==> src/rtl/xadc_frame_capture_if.sv <==
// DRP read port and frame stream of xadc_frame_capture.
// master = capture engine, slave = XADC DRP / frame consumer side.
interface xadc_frame_capture_if #(
  parameter int NUM_CH = 2,
  parameter int CODE_W = 12
);
  logic                     drp_den;
  logic                     drp_dwe;
  logic [6:0]               drp_daddr;
  logic [15:0]              drp_do;
  logic                     drp_drdy;
  logic                     frame_valid;
  logic                     frame_ready;
  logic [NUM_CH*CODE_W-1:0] frame_data;
  logic [7:0]               frame_seq;

  modport master (
    output drp_den, drp_dwe, drp_daddr, frame_valid, frame_data, frame_seq,
    input  drp_do, drp_drdy, frame_ready
  );

  modport slave (
    input  drp_den, drp_dwe, drp_daddr, frame_valid, frame_data, frame_seq,
    output drp_do, drp_drdy, frame_ready
  );
endinterface

==> src/rtl/xadc_frame_capture.sv <==
// XADC sequence capture: one DRP read per EOC, one NUM_CH-slot frame per complete sequence.
// Define XADC_FRAME_AVG_EN to box-car average 2**AVG_LOG2 complete sequences per frame.
module xadc_frame_capture #(
  parameter int         NUM_CH      = 2,
  parameter logic [4:0] BASE_CH     = 5'h14,
  parameter int         CODE_W      = 12,
  parameter int         AVG_LOG2    = 2,
  parameter int         RDY_TIMEOUT = 63
) (
  input  logic                 clk,
  input  logic                 reset,
  input  logic                 eoc_in,
  input  logic                 eos_in,
  input  logic [4:0]           channel_in,
  xadc_frame_capture_if.master bus,
  output logic [15:0]          overflow_cnt,
  output logic [7:0]           timeout_cnt
);
  localparam int SLOT_W  = (NUM_CH > 1) ? $clog2(NUM_CH) : 1;
  localparam int TO_W    = $clog2(RDY_TIMEOUT + 1);
  localparam int FRAME_W = NUM_CH * CODE_W;
  localparam logic [TO_W-1:0] TO_LAST = TO_W'(RDY_TIMEOUT - 1);

  typedef enum logic {S_IDLE, S_WAIT} state_t;
  state_t state, state_nx;

  logic [5:0]         ch_off;
  logic               in_range;
  logic               start_rd, rd_done, rd_timeout, commit;
  logic               complete, frame_go, load;
  logic [SLOT_W-1:0]  slot;
  logic [TO_W-1:0]    wait_cnt;
  logic [NUM_CH-1:0]  slot_ok;
  logic               eos_pend;
  logic [7:0]         seq_cnt;
  logic [CODE_W-1:0]  shadow [NUM_CH];
  logic [FRAME_W-1:0] frame_nx;

  assign ch_off   = {1'b0, channel_in} - {1'b0, BASE_CH};
  assign in_range = ({1'b0, channel_in} >= {1'b0, BASE_CH}) && (ch_off < 6'(NUM_CH));
  assign complete = &slot_ok;
  assign bus.drp_dwe = 1'b0;

  always_ff @(posedge clk) begin
    if (reset) state <= S_IDLE;
    else       state <= state_nx;
  end

  always_comb begin
    state_nx = state;
    case (state)
      S_IDLE:  if (start_rd) state_nx = S_WAIT;
      S_WAIT:  if (rd_done || rd_timeout) state_nx = S_IDLE;
      default: state_nx = S_IDLE;
    endcase
  end

  // A read starting this cycle defers a pending commit so the final EOC's code lands first.
  always_comb begin
    start_rd   = 1'b0;
    rd_done    = 1'b0;
    rd_timeout = 1'b0;
    commit     = 1'b0;
    case (state)
      S_IDLE: begin
        start_rd = eoc_in && in_range;
        commit   = eos_pend && !start_rd;
      end
      S_WAIT: begin
        rd_done    = bus.drp_drdy;
        rd_timeout = !bus.drp_drdy && (wait_cnt == TO_LAST);
      end
      default: ;
    endcase
  end

  always_ff @(posedge clk) begin
    if (reset) begin
      bus.drp_den   <= 1'b0;
      bus.drp_daddr <= '0;
      slot          <= '0;
      wait_cnt      <= '0;
      slot_ok       <= '0;
      eos_pend      <= 1'b0;
      seq_cnt       <= '0;
      timeout_cnt   <= '0;
    end else begin
      bus.drp_den <= start_rd;
      if (start_rd) begin
        bus.drp_daddr <= {2'b00, channel_in};
        slot          <= ch_off[SLOT_W-1:0];
      end
      wait_cnt <= (state == S_WAIT) ? wait_cnt + 1'b1 : '0;
      if (rd_timeout && timeout_cnt != 8'hFF)
        timeout_cnt <= timeout_cnt + 8'd1;
      eos_pend <= eos_in || (eos_pend && !commit);
      if (commit) begin
        seq_cnt <= seq_cnt + 8'd1;
        slot_ok <= '0;
      end else if (rd_done) begin
        slot_ok[slot] <= 1'b1;
      end
    end
  end

  always_ff @(posedge clk) begin
    if (!reset && rd_done)
      shadow[slot] <= bus.drp_do[15 -: CODE_W];
  end

`ifdef XADC_FRAME_AVG_EN
  localparam int ACC_W = CODE_W + AVG_LOG2;
  localparam logic [AVG_LOG2:0] AVG_LAST = (AVG_LOG2 + 1)'((1 << AVG_LOG2) - 1);

  logic [ACC_W-1:0]  acc     [NUM_CH];
  logic [ACC_W-1:0]  acc_sum [NUM_CH];
  logic [AVG_LOG2:0] avg_cnt;

  always_comb begin
    frame_nx = '0;
    for (int unsigned i = 0; i < NUM_CH; i++) begin
      acc_sum[i] = acc[i] + ACC_W'(shadow[i]);
      frame_nx[i*CODE_W +: CODE_W] = acc_sum[i][AVG_LOG2 +: CODE_W];
    end
  end

  assign frame_go = commit && complete && (avg_cnt == AVG_LAST);

  always_ff @(posedge clk) begin
    if (reset) begin
      avg_cnt <= '0;
      for (int unsigned i = 0; i < NUM_CH; i++) acc[i] <= '0;
    end else if (commit && complete) begin
      if (avg_cnt == AVG_LAST) begin
        avg_cnt <= '0;
        for (int unsigned i = 0; i < NUM_CH; i++) acc[i] <= '0;
      end else begin
        avg_cnt <= avg_cnt + 1'b1;
        for (int unsigned i = 0; i < NUM_CH; i++) acc[i] <= acc_sum[i];
      end
    end
  end
`else
  always_comb begin
    frame_nx = '0;
    for (int unsigned i = 0; i < NUM_CH; i++)
      frame_nx[i*CODE_W +: CODE_W] = shadow[i];
  end

  assign frame_go = commit && complete;
`endif

  assign load = frame_go && (!bus.frame_valid || bus.frame_ready);

  always_ff @(posedge clk) begin
    if (reset) begin
      bus.frame_valid <= 1'b0;
      bus.frame_data  <= '0;
      bus.frame_seq   <= '0;
      overflow_cnt    <= '0;
    end else begin
      if (load) begin
        bus.frame_valid <= 1'b1;
        bus.frame_data  <= frame_nx;
        bus.frame_seq   <= seq_cnt + 8'd1;
      end else if (bus.frame_ready) begin
        bus.frame_valid <= 1'b0;
      end
      if (frame_go && !load && overflow_cnt != 16'hFFFF)
        overflow_cnt <= overflow_cnt + 16'd1;
    end
  end
endmodule

==> src/flat_wrapper.sv <==
// flat-port wrapper written by rule: the top's interface ports become plain ports
module xadc_frame_capture_flat 
#(
  parameter int         NUM_CH      = 2,
  parameter logic [4:0] BASE_CH     = 5'h14,
  parameter int         CODE_W      = 12,
  parameter int         AVG_LOG2    = 2,
  parameter int         RDY_TIMEOUT = 63
)
  (clk, reset, eoc_in, eos_in, channel_in, overflow_cnt, timeout_cnt, bus_drp_den, bus_drp_dwe, bus_drp_daddr, bus_frame_valid, bus_frame_data, bus_frame_seq, bus_drp_do, bus_drp_drdy, bus_frame_ready);
  xadc_frame_capture_if #(.NUM_CH(NUM_CH), .CODE_W(CODE_W)) bus_i ();
  input  logic clk;
  input  logic reset;
  input  logic eoc_in;
  input  logic eos_in;
  input  logic [4:0] channel_in;
  output logic [15:0] overflow_cnt;
  output logic [7:0] timeout_cnt;
  output wire logic [$bits(bus_i.drp_den)-1:0] bus_drp_den;
  output wire logic [$bits(bus_i.drp_dwe)-1:0] bus_drp_dwe;
  output wire logic [$bits(bus_i.drp_daddr)-1:0] bus_drp_daddr;
  output wire logic [$bits(bus_i.frame_valid)-1:0] bus_frame_valid;
  output wire logic [$bits(bus_i.frame_data)-1:0] bus_frame_data;
  output wire logic [$bits(bus_i.frame_seq)-1:0] bus_frame_seq;
  input wire logic [$bits(bus_i.drp_do)-1:0] bus_drp_do;
  input wire logic [$bits(bus_i.drp_drdy)-1:0] bus_drp_drdy;
  input wire logic [$bits(bus_i.frame_ready)-1:0] bus_frame_ready;
  assign bus_drp_den = bus_i.drp_den;
  assign bus_drp_dwe = bus_i.drp_dwe;
  assign bus_drp_daddr = bus_i.drp_daddr;
  assign bus_frame_valid = bus_i.frame_valid;
  assign bus_frame_data = bus_i.frame_data;
  assign bus_frame_seq = bus_i.frame_seq;
  assign bus_i.drp_do = bus_drp_do;
  assign bus_i.drp_drdy = bus_drp_drdy;
  assign bus_i.frame_ready = bus_frame_ready;
  xadc_frame_capture #(.NUM_CH(NUM_CH), .BASE_CH(BASE_CH), .CODE_W(CODE_W), .AVG_LOG2(AVG_LOG2), .RDY_TIMEOUT(RDY_TIMEOUT)) u_core (.clk(clk), .reset(reset), .eoc_in(eoc_in), .eos_in(eos_in), .channel_in(channel_in), .bus(bus_i), .overflow_cnt(overflow_cnt), .timeout_cnt(timeout_cnt));
endmodule
==> config.mk <==
export PLATFORM = sky130hd
export DESIGN_NAME = xadc_frame_capture_flat
export DESIGN_NICKNAME = d
export VERILOG_FILES = /design/src/rtl/xadc_frame_capture_if.sv /design/src/rtl/xadc_frame_capture.sv /design/src/flat_wrapper.sv
export SDC_FILE = /design/constraint.sdc
export NUM_CORES = 1
export LEC_CHECK = 0
export CORE_ASPECT_RATIO = 0.9
export CORE_MARGIN = 2
export CORE_UTILIZATION = 43
export CTS_CLUSTER_DIAMETER = 100
export DETAILED_ROUTE_END_ITERATION = 6
export GPL_TIMING_DRIVEN = 0
export PLACE_DENSITY = 0.8
export SLEW_MARGIN = 10
export SYNTH_ARGS = -nofsm -noshare
export SYNTH_HDL_FRONTEND = slang
export SYNTH_SLANG_ARGS = --single-unit
==> constraint.sdc <==
create_clock -name clk -period 5.2 [get_ports clk]
set_clock_uncertainty 0.1 [all_clocks]
set_input_delay 1.04 -clock clk [delete_from_list [all_inputs] [get_ports clk]]
set_output_delay 1.04 -clock clk [all_outputs]
set_load 0.01 [all_outputs]
==> results.txt <==
The synthesis and PnR run went through. Entering global routing, the biggest net connects 23 pins. The path class of the tightest hold or removal check is reg -> reg. The final layout reports a setup TNS of 0 ps. The run finished with clean final reports.

For the pin with the worst max-slew slack, the measured transition is 607 ps. CTS placed an instance of clkbuf_8 at the clock tree root. Placed cell count landed at 626. Core utilization at floorplan landed at roughly 45%. Count of library flops with an enable pin landed at 24.

Endpoint arrival time on the critical path landed at 3720 ps. Total number of nets in the final design landed at 548. The congestion estimate from routability-driven global placement came to 0.869. Die extent in y landed at 97.0 µm. 93 I/O pins were placed. Global-route total usage across every layer landed at between 10% and 20%.

The most critical hold endpoint after final layout shows a slack of 366 ps. The report lists the number of standard-cell rows as 33. In the finished design, the share of the clock period the worst path needs comes to 67.4%. The placement stage leaves a total instance area of 5170 µm².

Die width landed at 107 µm. The number of antenna violations at the first check in global routing came to 0. The number of antenna diodes in the final layout is 0. Clock latency of the later-clocked register in the worst-skew pair landed at around 380 ps. The flow reports an fmax of 285 MHz. Proportion of synthesized flip-flops having asynchronous set or reset landed at 0%. The number of clock sinks came to roughly 110.

Per STA, the library cell used most along the worst path is nand2_1. The clock tree synthesis step divided the H-tree into 3 levels. Max fanout on the critical path was recorded as 10. The logs give a warning total of 31. For this run, design rule violations remaining after detail routing come to 0. VDD sags by at most between 100 and 150 µV. The longest clock path from root to sink contains 2 buffers. Post-synthesis cell count landed at 415. The number of clock buffers added by TritonCTS is 9. For this run, the final setup violation count is recorded as 0.

Count of maximum capacitance violations landed at 0. For this run, the leading register cell type out of synthesis is dfxtp_1. After clock tree synthesis, the repair step resized 0 gates.

According to the dpl log, the detail-placed design has an HPWL of 6980 µm. STA classifies the critical path endpoint as a flop. After the first detailed-routing iteration, the DRC count stood at between 100 and 150. Leftover overflow at the end of global routing landed at 0.

On the worst setup and hold paths after CTS, the clock-pin slew comes to between 100 and 150 ps. According to the report, the first pass of detailed routing completed in 4 iterations. The synthesized netlist contains approximately 40 unique library cells. The overall die size recorded for this design is 10400 µm². Relative slew slack landed at 59.3%.

Once layout is complete, the cells apart from fillers number around 640. TritonCTS built the clock tree. Tally of yosys warning messages landed at 0. Endpoints failing hold in the final report were tallied at 0. The final max-slew violation count recorded for this run is 0.

In this run the remaining antenna-violating nets after routing total 0. Setup repair after global routing left no endpoint under its margin. The worst path needs 3510 ps of the cycle, external delays included. Number of post-CTS setup repair buffers landed at 0. Routed via count divided by cell count landed at 5.13.

Post-layout worst setup margin landed at around 1700 ps. The data required time reported for the critical path is ~5400 ps. Yosys-reported design area after synthesis landed at 4130 µm². Number of synthesized register bits landed at 105. In this run the critical path is formed by clkdlybuf4s50_1 -> or2_2 -> ha_1 -> and4bb_4 -> a41oi_4 -> nand2_1 -> clkbuf_1 -> nand2_1 -> a21oi_1. Pre-CTS worst setup slack landed at roughly 1300 ps.

Total power normalized to cell area comes to 262 nW/µm². Number of global-route vias before repair landed at 3257. Leakage dissipation landed at 0.00176 µW. Finished layout cell area landed at 5380 µm². The cell area that synthesis handed to floorplanning was around 4100 µm². Count of instantiated cells in the yosys netlist landed at 415. The largest single stage delay on the critical path is 460 ps. After synthesis, flip-flops and latches occupy 56.7% of the total area. Routed wire length landed at 9690 µm. Total number of vias landed at 3295. For reference, the most critical setup path is categorized as in -> reg.

Global-route wire length before repair landed at between 15000 and 20000 µm. Wire length per cell landed at 15.1 µm. The worst setup path is launched from a primary input.
critical path: cells and delay by family:
| kind | cells | cell delay (ps) |
|---|---|---|
| and+or+nand+nor | 4 | 1120 |
| buffers and inverters | 2 | 880 |
| AOI/OAI and AO/OA | 2 | 400 |
| adders and majority gates | 1 | 270 |
cell usage in the layout, fill, tap and decap left out, types with 5 or more instances in the layout:
master / synthesis / final
xnor2_1: 19 / 19
a211oi_1: 7 / 7
nor3_2: 7 / 9
ha_1: 6 / 6
dfxtp_1: 81 / 81
clkbuf_8: 0 / 9
buf_4: 6 / 7
buf_2: 5 / 5
nand4_1: 9 / 9
xor2_1: 13 / 13
a21oi_1: 36 / 36
edfxtp_1: 24 / 24
clkbuf_1: 10 / 10
nand2_1: 69 / 69
clkdlybuf4s50_1: 0 / 85
nand3_1: 11 / 11
nor3_1: 7 / 5
and4_1: 5 / 5
nor2_1: 53 / 53
inv_1: 6 / 6
cells by family (layout without fill, tap and decap cells):
group | Yosys count | after routing | share of synthesized area (%)
simple gates | 187 | 187 | 23.1
flops | 105 | 105 | 56.7
xor+xnor | 32 | 32 | 6.79
fa+ha+maj | 6 | 6 | 1.82
buf+inv | 28 | 131 | 3.24
compound gates | 54 | 54 | 7.76
mux | 2 | 2 | 0.485
other cells | 1 | 3 | 0.0908
Yosys cell counts (6+ instances only):
cell / number / area share [%]
dfxtp_1: 81 / 39
nand2_1: 69 / 6.3
nor2_1: 53 / 4.8
a21oi_1: 36 / 4.4
edfxtp_1: 24 / 17
xnor2_1: 19 / 4.0
xor2_1: 13 / 2.8
nand3_1: 11 / 1.3
clkbuf_1: 10 / 0.91
nand4_1: 9 / 1.4
a211oi_1: 7 / 1.3
nor3_1: 7 / 0.85
nor3_2: 7 / 1.7
buf_4: 6 / 1.1
ha_1: 6 / 1.8
inv_1: 6 / 0.55
path summary, 6_finish.rpt:
check	startpoint	to	slack (ps)	depth (start not counted)
min	bus_frame_data[2]	bus_frame_data[2]	370	2
max	channel_in[2]	bus_frame_data[1]	1690	9
max reg2reg	u_core.overflow_cnt[0]	u_core.overflow_cnt[5]	2870	9
min reg2reg	bus_frame_data[2]	bus_frame_data[2]	370	2
metal layers:
metal	up-vias	track usage [%]	share of wire [%]
met3	22	4.45	4.4
met1	1562	25.0	43
li1	1616	-	-
met4	0	7.99	1.9
met5	-	0	0
met2	95	31.4	50
flip-flops by register name, indices dropped and copies added, names as in the netlist:
register,cells
u_core.bus.frame_valid,1
u_core.seq_cnt,8
u_core.shadow,24
u_core.bus.frame_seq,8
u_core.timeout_cnt,8
u_core.eos_pend,1
bus_frame_data,24
u_core.state,1
u_core.bus.drp_den,1
u_core.slot_ok,2
u_core.bus.drp_daddr,5
u_core.wait_cnt,6
u_core.overflow_cnt,16
cell type report:
cell class / instances / area [µm²]
well taps: 122 / 153
plain buffers: 22 / 111
flip-flops and latches: 105 / 2340
clock buffers: 9 / 124
inverters: 6 / 22.5
clock inverters: 7 / 91.3
repair buffers: 87 / 870
fillers: 744 / 3820
multi-input cells: 284 / 1670
report_power, final:
part | switching (µW) | internal (µW) | total [µW]
registers | 2.31 | 835 | 837
logic | 27.6 | 24.3 | 51.9
clock network | 326 | 198 | 524
total | 356 | 1060 | 1410
==> images/floorplan.png <==
Bar = 20 µm. Pins as bars on the die edge. Tap cells in gray.
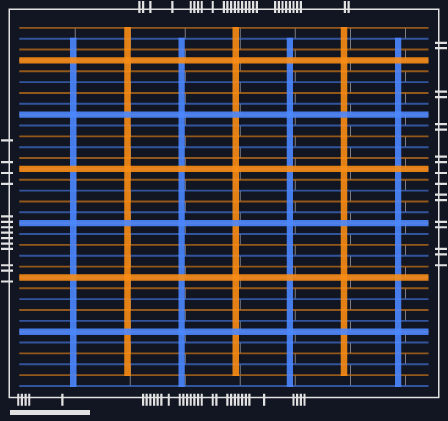
Key: orange = VDD; blue = VSS
34 met1 rails follow the rows. 7 straps on met4. 93 signal pins sit on the boundary.

==> images/class_map.png <==
Bar = 20 µm.
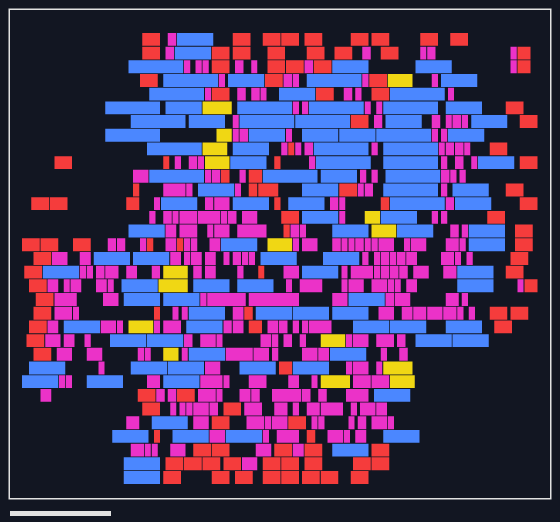
Key: red = remaining buffers and delay cells [cells 109, share of their area 19%]; magenta = remaining logic cells [cells 290, share of their area 32%]; blue = registers [cells 105, share of their area 45%]; yellow = clock drivers and dummy loads [cells 16, share of their area 4.1%]

==> images/clock_wires.png <==
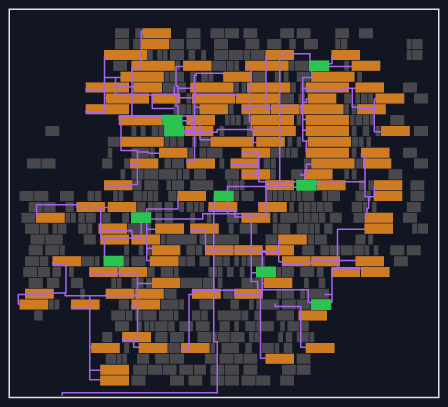
Key: green = clock-net drivers [count 9]; orange = flip-flops [count 105]; purple = clock wires [length 1140 µm]
There are 10 routed clock nets.

==> images/layers.png <==
Bar = 20 µm. Only two layers are drawn.
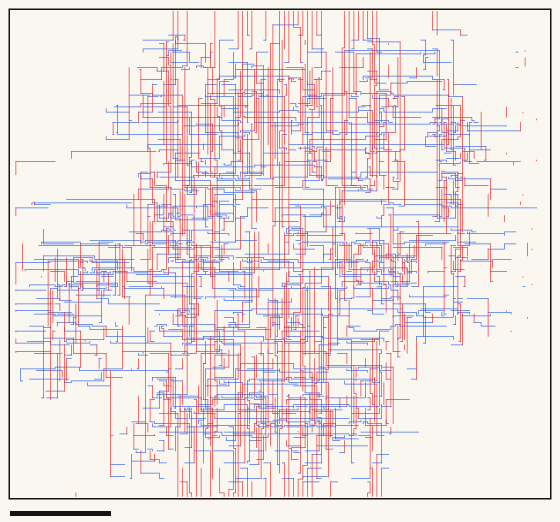
Key: blue = M1 [wire length 4210 µm]; red = M2 [wire length 4870 µm]

==> images/placed.png <==
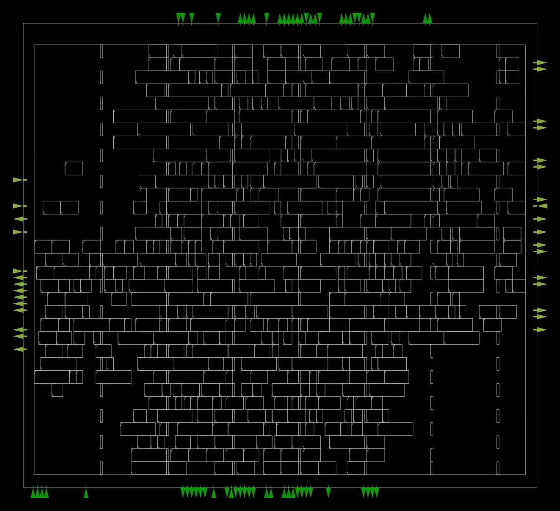
FILL cells: 744
register fraction of the total cell area: 43.5%
fin util: 58.5%

Power and IR drop assume default switching activity.
